[src/rtl/serial_adder_pkg.sv]
// rtl/serial_adder_pkg.sv - shared FSM state encoding and default width for serial_adder
package serial_adder_pkg;

  localparam int WIDTH_DEFAULT = 8;

  typedef enum logic [1:0] {
    IDLE = 2'd0,
    RUN  = 2'd1,
    DONE = 2'd2
  } state_t;

endpackage

[src/rtl/full_adder.sv]
// rtl/full_adder.sv - one-bit full adder used for the per-cycle add step
module full_adder (
  input  logic a,
  input  logic b,
  input  logic c,
  output logic sum,
  output logic carry
);

  assign sum   = a ^ b ^ c;
  assign carry = (a & b) | (a & c) | (b & c);

endmodule

[src/rtl/serial_adder.sv]
// rtl/serial_adder.sv - bit-serial adder, one bit per cycle; SERIAL_ADDER_SUB_EN adds subtract mode
module serial_adder
  import serial_adder_pkg::*;
#(
  parameter int WIDTH = WIDTH_DEFAULT
) (
  input  logic             clk,
  input  logic             rst_n,
  input  logic             in_valid,
  output logic             in_ready,
  input  logic [WIDTH-1:0] a,
  input  logic [WIDTH-1:0] b,
  input  logic             cin,
`ifdef SERIAL_ADDER_SUB_EN
  input  logic             sub,
`endif
  output logic             out_valid,
  input  logic             out_ready,
  output logic [WIDTH-1:0] sum,
  output logic             cout,
  output logic             busy
);

  localparam int CW = $clog2(WIDTH);

  state_t           state, state_nxt;
  logic [WIDTH-1:0] a_q, b_q, sum_q;
  logic [CW-1:0]    cnt_q;
  logic             carry_q, cout_q;
  logic             accept, shift, last;
  logic             fa_sum, fa_carry;
  logic [WIDTH-1:0] b_load;
  logic             c_load;

`ifdef SERIAL_ADDER_SUB_EN
  // a - b computed as a + ~b + 1, so cout ends up as NOT borrow
  assign b_load = sub ? ~b : b;
  assign c_load = sub ? 1'b1 : cin;
`else
  assign b_load = b;
  assign c_load = cin;
`endif

  assign last = (cnt_q == CW'(WIDTH - 1));

  full_adder u_fa (
    .a     (a_q[0]),
    .b     (b_q[0]),
    .c     (carry_q),
    .sum   (fa_sum),
    .carry (fa_carry)
  );

  always_ff @(posedge clk) begin
    if (!rst_n) state <= IDLE;
    else        state <= state_nxt;
  end

  always_comb begin
    state_nxt = state;
    in_ready  = 1'b0;
    out_valid = 1'b0;
    busy      = 1'b1;
    accept    = 1'b0;
    shift     = 1'b0;
    case (state)
      IDLE: begin
        in_ready = 1'b1;
        busy     = 1'b0;
        if (in_valid) begin
          accept    = 1'b1;
          state_nxt = RUN;
        end
      end
      RUN: begin
        shift = 1'b1;
        if (last) state_nxt = DONE;
      end
      DONE: begin
        out_valid = 1'b1;
        if (out_ready) state_nxt = IDLE;
      end
      default: begin
        busy      = 1'b0;
        state_nxt = IDLE;
      end
    endcase
  end

  // Sum bits enter at the MSB so the first (LSB) result bit lands at sum[0] after WIDTH shifts
  always_ff @(posedge clk) begin
    if (!rst_n) begin
      a_q     <= '0;
      b_q     <= '0;
      sum_q   <= '0;
      cnt_q   <= '0;
      carry_q <= 1'b0;
      cout_q  <= 1'b0;
    end else if (accept) begin
      a_q     <= a;
      b_q     <= b_load;
      carry_q <= c_load;
      cnt_q   <= '0;
    end else if (shift) begin
      a_q     <= a_q >> 1;
      b_q     <= b_q >> 1;
      sum_q   <= {fa_sum, sum_q[WIDTH-1:1]};
      carry_q <= fa_carry;
      cnt_q   <= cnt_q + CW'(1);
      if (last) cout_q <= fa_carry;
    end
  end

  assign sum  = sum_q;
  assign cout = cout_q;

endmodule

[config.mk]
export PLATFORM = sky130hd
export DESIGN_NAME = serial_adder
export DESIGN_NICKNAME = d
export VERILOG_FILES = /design/src/rtl/serial_adder_pkg.sv /design/src/rtl/full_adder.sv /design/src/rtl/serial_adder.sv
export SDC_FILE = /design/constraint.sdc
export NUM_CORES = 1
export LEC_CHECK = 0
export ABC_AREA = 1
export CAP_MARGIN = 20
export CORE_MARGIN = 2
export CORE_UTILIZATION = 46
export CTS_BUF_LIST = sky130_fd_sc_hd__clkbuf_2
export DETAILED_ROUTE_END_ITERATION = 10
export PLACE_DENSITY = 0.77
export REMOVE_ABC_BUFFERS = 1
export SETUP_SLACK_MARGIN = 0.5
export SLEW_MARGIN = 15
export SYNTH_ARGS = -nofsm -noshare
export SYNTH_HDL_FRONTEND = slang
export SYNTH_HIERARCHICAL = 1
export SYNTH_SLANG_ARGS = --single-unit
[constraint.sdc]
create_clock -name clk -period 1.34 [get_ports clk]
set_input_delay 0.268 -clock clk [delete_from_list [all_inputs] [get_ports clk]]
set_output_delay 0.268 -clock clk [all_outputs]
set_load 0.02 [all_outputs]
run_1/metal_stack.png
Bar = 20 um. Two of the layers only.
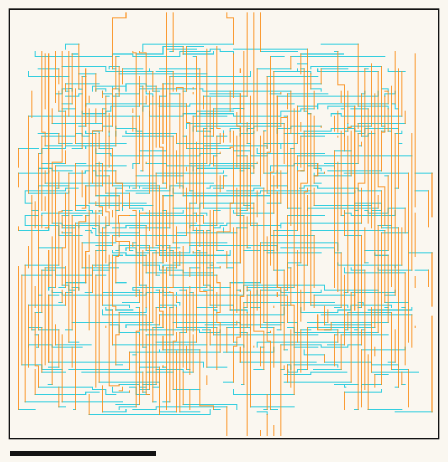
Key: orange = met2 [wire length 3220 um]; cyan = met1 [wire length 2320 um]
final WL: 6469 um
vias: 1681
detailed-route wire length per cell: 22.86 um
Total Routing Usage GR: 31.59%

run_1/met2.png
Bar = 20 um.
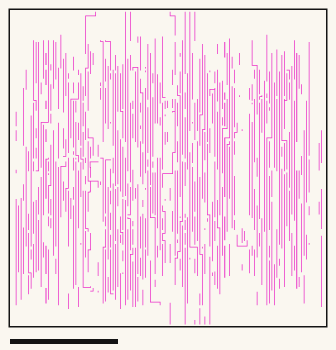
254 nets have wire on it. The wires run mostly vertical. The longest straight run is 32.0 um. The layer holds 50% of the routed length.
met2 usage: 55.54%

==> impl_metrics.csv, run 1 <==
group,metric,value,unit
grt,met3_usage,9.890,%
floorplan,ios,33,
route,dr.pass1.iters,5,
synthesis,async_reset_ff_share,0,%
setup_path,endpoint,"a_q[6]",
clock_network,cts_tree,"done",
floorplan,num_rows,19,
power_and_ir_drop,switching_share,45.44,%
synthesis,fa_ha_area_share,6.947,%
setup_path,cp-start-kind,"flip-flop",
finish,design.seq.count,31,
timing,fin_skew,0.02256,ns
power_and_ir_drop,clkPwrFrac,7.1,%
grt,grt_overflow,0,
route,ant_nets,0,
setup_path,end_kind,"flip-flop",
timing,timing.final.crit_share,113.0,%
route,drc_errors,0,
grt,top_usage_layer,"met2",
power_and_ir_drop,comb-power,4.71,mW
route,viasPerCell,5.940,
synthesis,yosys_area,0.001369,sq mm
outcome,violations,"setup timing",
clock_network,clockBufferDepth,2,
synthesis,edf_count,0,
synthesis,synth_top_cell_by_area,"dfxtp_1",
clock_network,worstSkewPairLatency,0.40,ns
finish,buffers,70,
grt,antenna_found_initial,0,
finish,final_cell_area,0.002613,sq mm
synthesis,top_area_share,45.34,%
hold_path,hold_class,"primary input to flip-flop",
power_and_ir_drop,p_int,3.666,mW
clock_network,cts_resized,179,
hold_path,hp-start,"b[7]",
route,met2RoutedLength,3216,um
clock_network,post-cts-setup-buffers,18,
power_and_ir_drop,p_comb_share,70.1,%
synthesis,synth_cell_type_count,19,
place,place_inst,248,
place,place_ws,-0.1991,ns
finish,final-clk-cell-share,1.437,%
finish,antennaDiodeCount,0,
setup_path,critical_path_class,"flip-flop to flip-flop",
grt,grt_max_degree,15,
hold_path,worst_hold_path.num_cells,3,
route,drtIter0Drc,138,
setup_path,slowest_delay,0.39,ns
finish,utilization,93.93,%
finish,finalNonFillerCells,283,
finish,inverters,9,
hold_path,holdPathEnd,"b_q[7]",
power_and_ir_drop,powerSeq,1.53,mW
route,top_layer_used,"met4",
timing,hold_slack,0.4230,ns
outcome,status,"finished, violations left",
timing,max_slew_margin,58.21,%
clock_network,cts_root_buf,"clkbuf_2",
synthesis,simple_gate_area_share,22.67,%
synthesis,xor_share,0.6399,%
synthesis,top_cells_by_count,"nand2_1, dfxtp_1, a21oi_1, o21ai_0, nor2_1",
grt,grt.met1_usage,33.47,%
setup_path,reg2reg_to,"a_q[6]",
timing,finalWorstSetupSlack,-0.1739,ns
finish,area_delta_synth_final,90.86,%
synthesis,ff_type,"dfxtp_1",
grt,grt_pass1_vias,1561,
setup_path,cp_slowest_cell,"dfxtp_2",
finish,comb_share,40.57,%
power_and_ir_drop,top_power_group,"combinational cells",
finish,multi_input_comb_cells,134,
setup_path,path_delay_family,"buffers and inverters",
setup_path,path_max_fanout,14,
finish,largest_cell_class,"combinational gates",
finish,nClkBuffers,6,
timing,rsz0062_at_grt,"true",
synthesis,netlist_instances,182,
finish,seq_share,24.86,%
clock_network,clk_pin_slew,0.17,ns
synthesis,ys_top_logic_family,"simple AND/OR/NAND/NOR gates",
route,met1_length,2320,um
synthesis,postSynthSeqShare,45.34,%
timing,fin_tns_setup,-2.420,ns
setup_path,path_cells,"inv_4 -> ha_4 -> buf_6 -> nand2_4 -> buf_8 -> buf_12 -> nand2_1 -> o21ai_1 -> a21oi_2",
setup_path,startpoint,"state[0]",
synthesis,synth_area,0.001369,sq mm
place,port_buffers,32,
finish,final_layout_top_logic_cells,"nand2_1, buf_4, clkdlybuf4s50_1",
place,dpl-instance-area,0.001763,sq mm
timing,tightest_slew,0.6261,ns
finish,layout.nonclk_buf_share,29.74,%
place,dpl.hpwl,2223,um
synthesis,area_leaders,"dfxtp_1, nand2_1, a21oi_1",
synthesis,ys_warn_count,6,
route,met3_length,525,um
setup_path,crit_buf_inv,4,
setup_path,r2r-start,"state[0]",
grt,grt_first_pass_wirelength,7700,um
timing,setup_violations,22,
flow_run,warning_count,30,
floorplan,fp.dieArea,0.003428,sq mm
setup_path,reg2reg_depth,9,
finish,fin_nets,279,
finish,drive_gt1_share,59.52,%
timing,period_minus_slack,1.514,ns
synthesis,aoi_share,17.55,%
synthesis,synth-seq-cells,31,
setup_path,ff2ff_setup_slack,-0.17,ns
power_and_ir_drop,power.leakage,1.059,nW
synthesis,ys_cells,182,
finish,nFillCells,88,
finish,ff_latch_area,649.4,sq um
floorplan,initial_core_util,49.21,%
finish,logic_area,0.001060,sq mm
synthesis,top_cell,"nand2_1",
synthesis,avgSynthCellArea,7.521,sq um
power_and_ir_drop,p_switching,3.053,mW
timing,slew_violations,0,
timing,hold_viol,0,
power_and_ir_drop,seqPwrFrac,22.8,%
clock_network,ctsHoldBuffers,0,
power_and_ir_drop,p_total,6.719,mW
timing,max_freq,660.6,MHz
power_and_ir_drop,powerDensity,2572,mW/mm^2
setup_path,cp.depth,9,
setup_path,crit_required,1.60,ns
floorplan,nWellTaps,31,
clock_network,htreeDepth,2,
place,gp_congestion,0.8007,
flow_run,cap_viol_max_count,0,
setup_path,cp.arrival,1.78,ns
finish,layout_top_cell,"nand2_1",
synthesis,yosys-mux-area-fraction,0,%
run_1/final_clocks.png
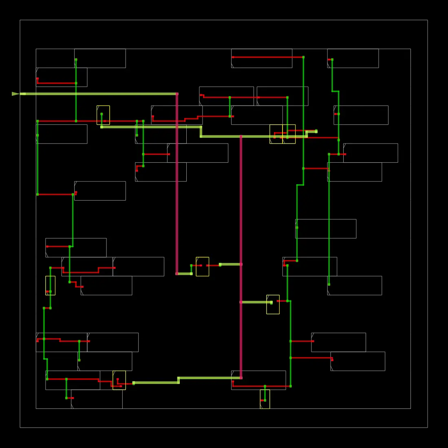
clock sinks: 31
Num CTS Buffers: 5
clock-net power: 476 uW

run_1/pdn.png
Bar = 20 um. Pins as bars on the die edge.
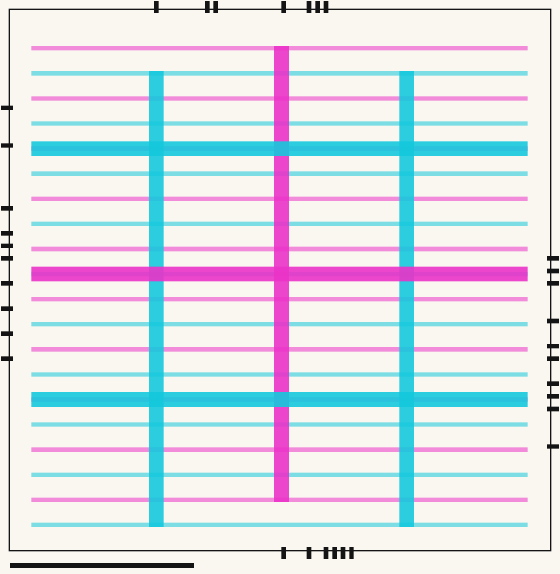
Key: magenta = VDD; cyan = VSS
33 signal pins sit on the boundary. The core has 19 rows. 3 straps on met4. 3 straps on met5.
Die H: 58.55 um
Die W: 58.55 um
Worst IR Drop VDD: 2797 uV
Core Region: 0.002781 sq mm

run_1/met3.png
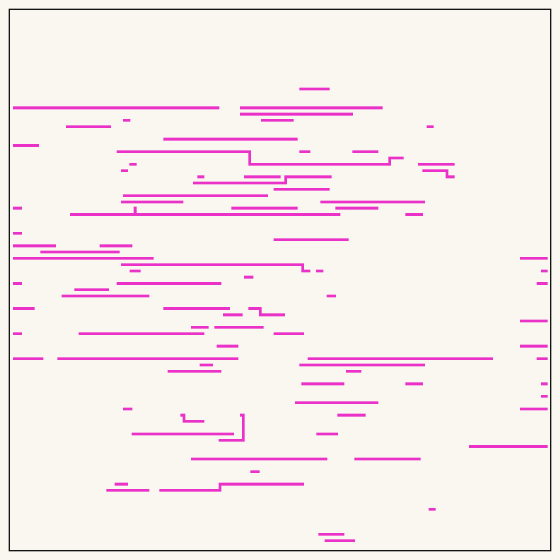

==> inputs of run 2 (changes only) <==
Settings changed: ABC_AREA 1 to default, PLACE_DENSITY 0.77 to 0.76.
run_2/met3.png
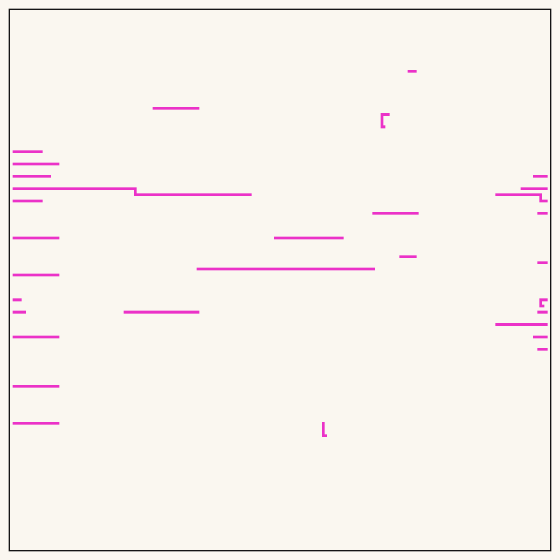
25 nets have wire on it. The longest straight run is 19.3 um. The layer holds 4.3% of the routed length.
vias: 1209
met3 Use GR: 4.803%
final WL: 3286 um

run_2/metal_stack.png
Bar = 20 um. Two of the layers only.
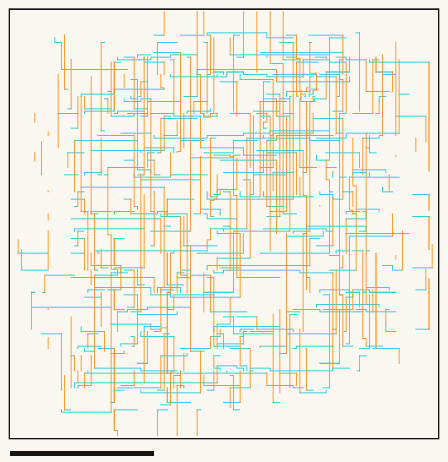
Key: orange = met2 [wire length 1730 um]; cyan = met1 [wire length 1360 um]
detailed-route wire length per cell: 14.29 um
Total Routing Usage GR: 20.59%

==> impl_metrics.csv, run 2 <==
group,metric,value,unit
floorplan,die_w,59.44,um
outcome,status,"finished, violations left",
setup_path,ff2ff_setup_slack,-0.17,ns
clock_network,cts_sinks,31,
synthesis,yosys-mux-area-fraction,19.12,%
timing,slew_violations,0,
floorplan,core_area,0.002978,sq mm
clock_network,ctsHoldBuffers,0,
finish,final_layout_top_logic_cells,"mux2i_1, nand2_1, clkdlybuf4s50_1",
setup_path,critical_path_class,"flip-flop to flip-flop",
synthesis,async_reset_ff_share,0,%
setup_path,end_kind,"flip-flop",
setup_path,path_max_fanout,5,
synthesis,top_cells_by_count,"dfxtp_1, mux2i_1, nand2_1",
synthesis,top_cell,"dfxtp_1",
synthesis,synth-seq-cells,31,
setup_path,cp.arrival,1.83,ns
finish,layout_top_cell,"mux2i_1",
timing,fin_tns_setup,-2.087,ns
place,dpl.hpwl,1851,um
synthesis,synth_top_cell_by_area,"dfxtp_1",
power_and_ir_drop,p_int,2.582,mW
setup_path,crit_required,1.66,ns
finish,fin_nets,224,
power_and_ir_drop,powerDensity,1724,mW/mm^2
synthesis,synth_cell_type_count,16,
finish,nFillCells,206,
grt,grt_max_degree,32,
clock_network,cts_root_buf,"clkbuf_2",
synthesis,avgSynthCellArea,10.25,sq um
finish,comb_share,36.72,%
synthesis,yosys_area,0.001414,sq mm
timing,tightest_slew,0.3450,ns
timing,hold_slack,0.4447,ns
finish,utilization,76.43,%
synthesis,postSynthSeqShare,43.89,%
flow_run,warning_count,30,
grt,antenna_found_initial,0,
finish,nClkBuffers,7,
setup_path,cp-start-kind,"flip-flop",
synthesis,aoi_share,12.92,%
timing,hold_viol,0,
power_and_ir_drop,seqPwrFrac,32.3,%
timing,setup_violations,22,
place,gp_congestion,0.6735,
finish,final-clk-cell-share,1.759,%
setup_path,crit_buf_inv,3,
timing,max_slew_margin,77.00,%
power_and_ir_drop,ir_worst_vdd,953.0,uV
route,met3_length,139,um
synthesis,simple_gate_area_share,12.57,%
power_and_ir_drop,comb-power,2.19,mW
finish,drive_gt1_share,38.58,%
synthesis,ys_cells,138,
floorplan,num_rows,20,
finish,inverters,5,
floorplan,fp.dieArea,0.003533,sq mm
clock_network,cts_resized,108,
finish,area_delta_synth_final,60.97,%
setup_path,path_delay_family,"flip-flops",
setup_path,cp_slowest_cell,"dfxtp_4",
route,met2RoutedLength,1725,um
power_and_ir_drop,p_switching,1.341,mW
finish,multi_input_comb_cells,93,
power_and_ir_drop,power.leakage,1.080,nW
setup_path,path_cells,"inv_4 -> buf_6 -> ha_4 -> a222oi_1 -> buf_4 -> mux2i_1",
place,place_inst,205,
synthesis,ys_top_logic_family,"multiplexers",
setup_path,startpoint,"state[1]",
place,dpl-instance-area,0.001856,sq mm
grt,grt_overflow,0,
timing,max_freq,661.0,MHz
place,place_ws,-0.2199,ns
power_and_ir_drop,p_comb_share,55.8,%
timing,rsz0062_at_grt,"true",
finish,buffers,60,
finish,seq_share,28.09,%
floorplan,die_y,59.44,um
synthesis,top_area_share,43.89,%
finish,final_cell_area,0.002276,sq mm
finish,design.seq.count,31,
hold_path,hp-start,"b[7]",
outcome,violations,"setup timing",
synthesis,ff_type,"dfxtp_1",
synthesis,ys_warn_count,6,
setup_path,r2r-start,"state[1]",
setup_path,reg2reg_depth,6,
grt,globalRouteMet2Util,36.73,%
route,drc_errors,0,
route,top_layer_used,"met4",
floorplan,initial_core_util,47.48,%
flow_run,cap_viol_max_count,0,
route,viasPerCell,5.257,
timing,finalWorstSetupSlack,-0.1730,ns
power_and_ir_drop,top_power_group,"combinational cells",
route,met1_length,1355,um
timing,timing.final.crit_share,112.9,%
timing,fin_skew,0.02176,ns
floorplan,nWellTaps,33,
clock_network,worstSkewPairLatency,0.39,ns
hold_path,worst_hold_path.num_cells,3,
floorplan,ios,33,
grt,top_usage_layer,"met2",
grt,grt.met1_usage,22.85,%
setup_path,cp.depth,6,
Power and IR drop assume default switching activity.
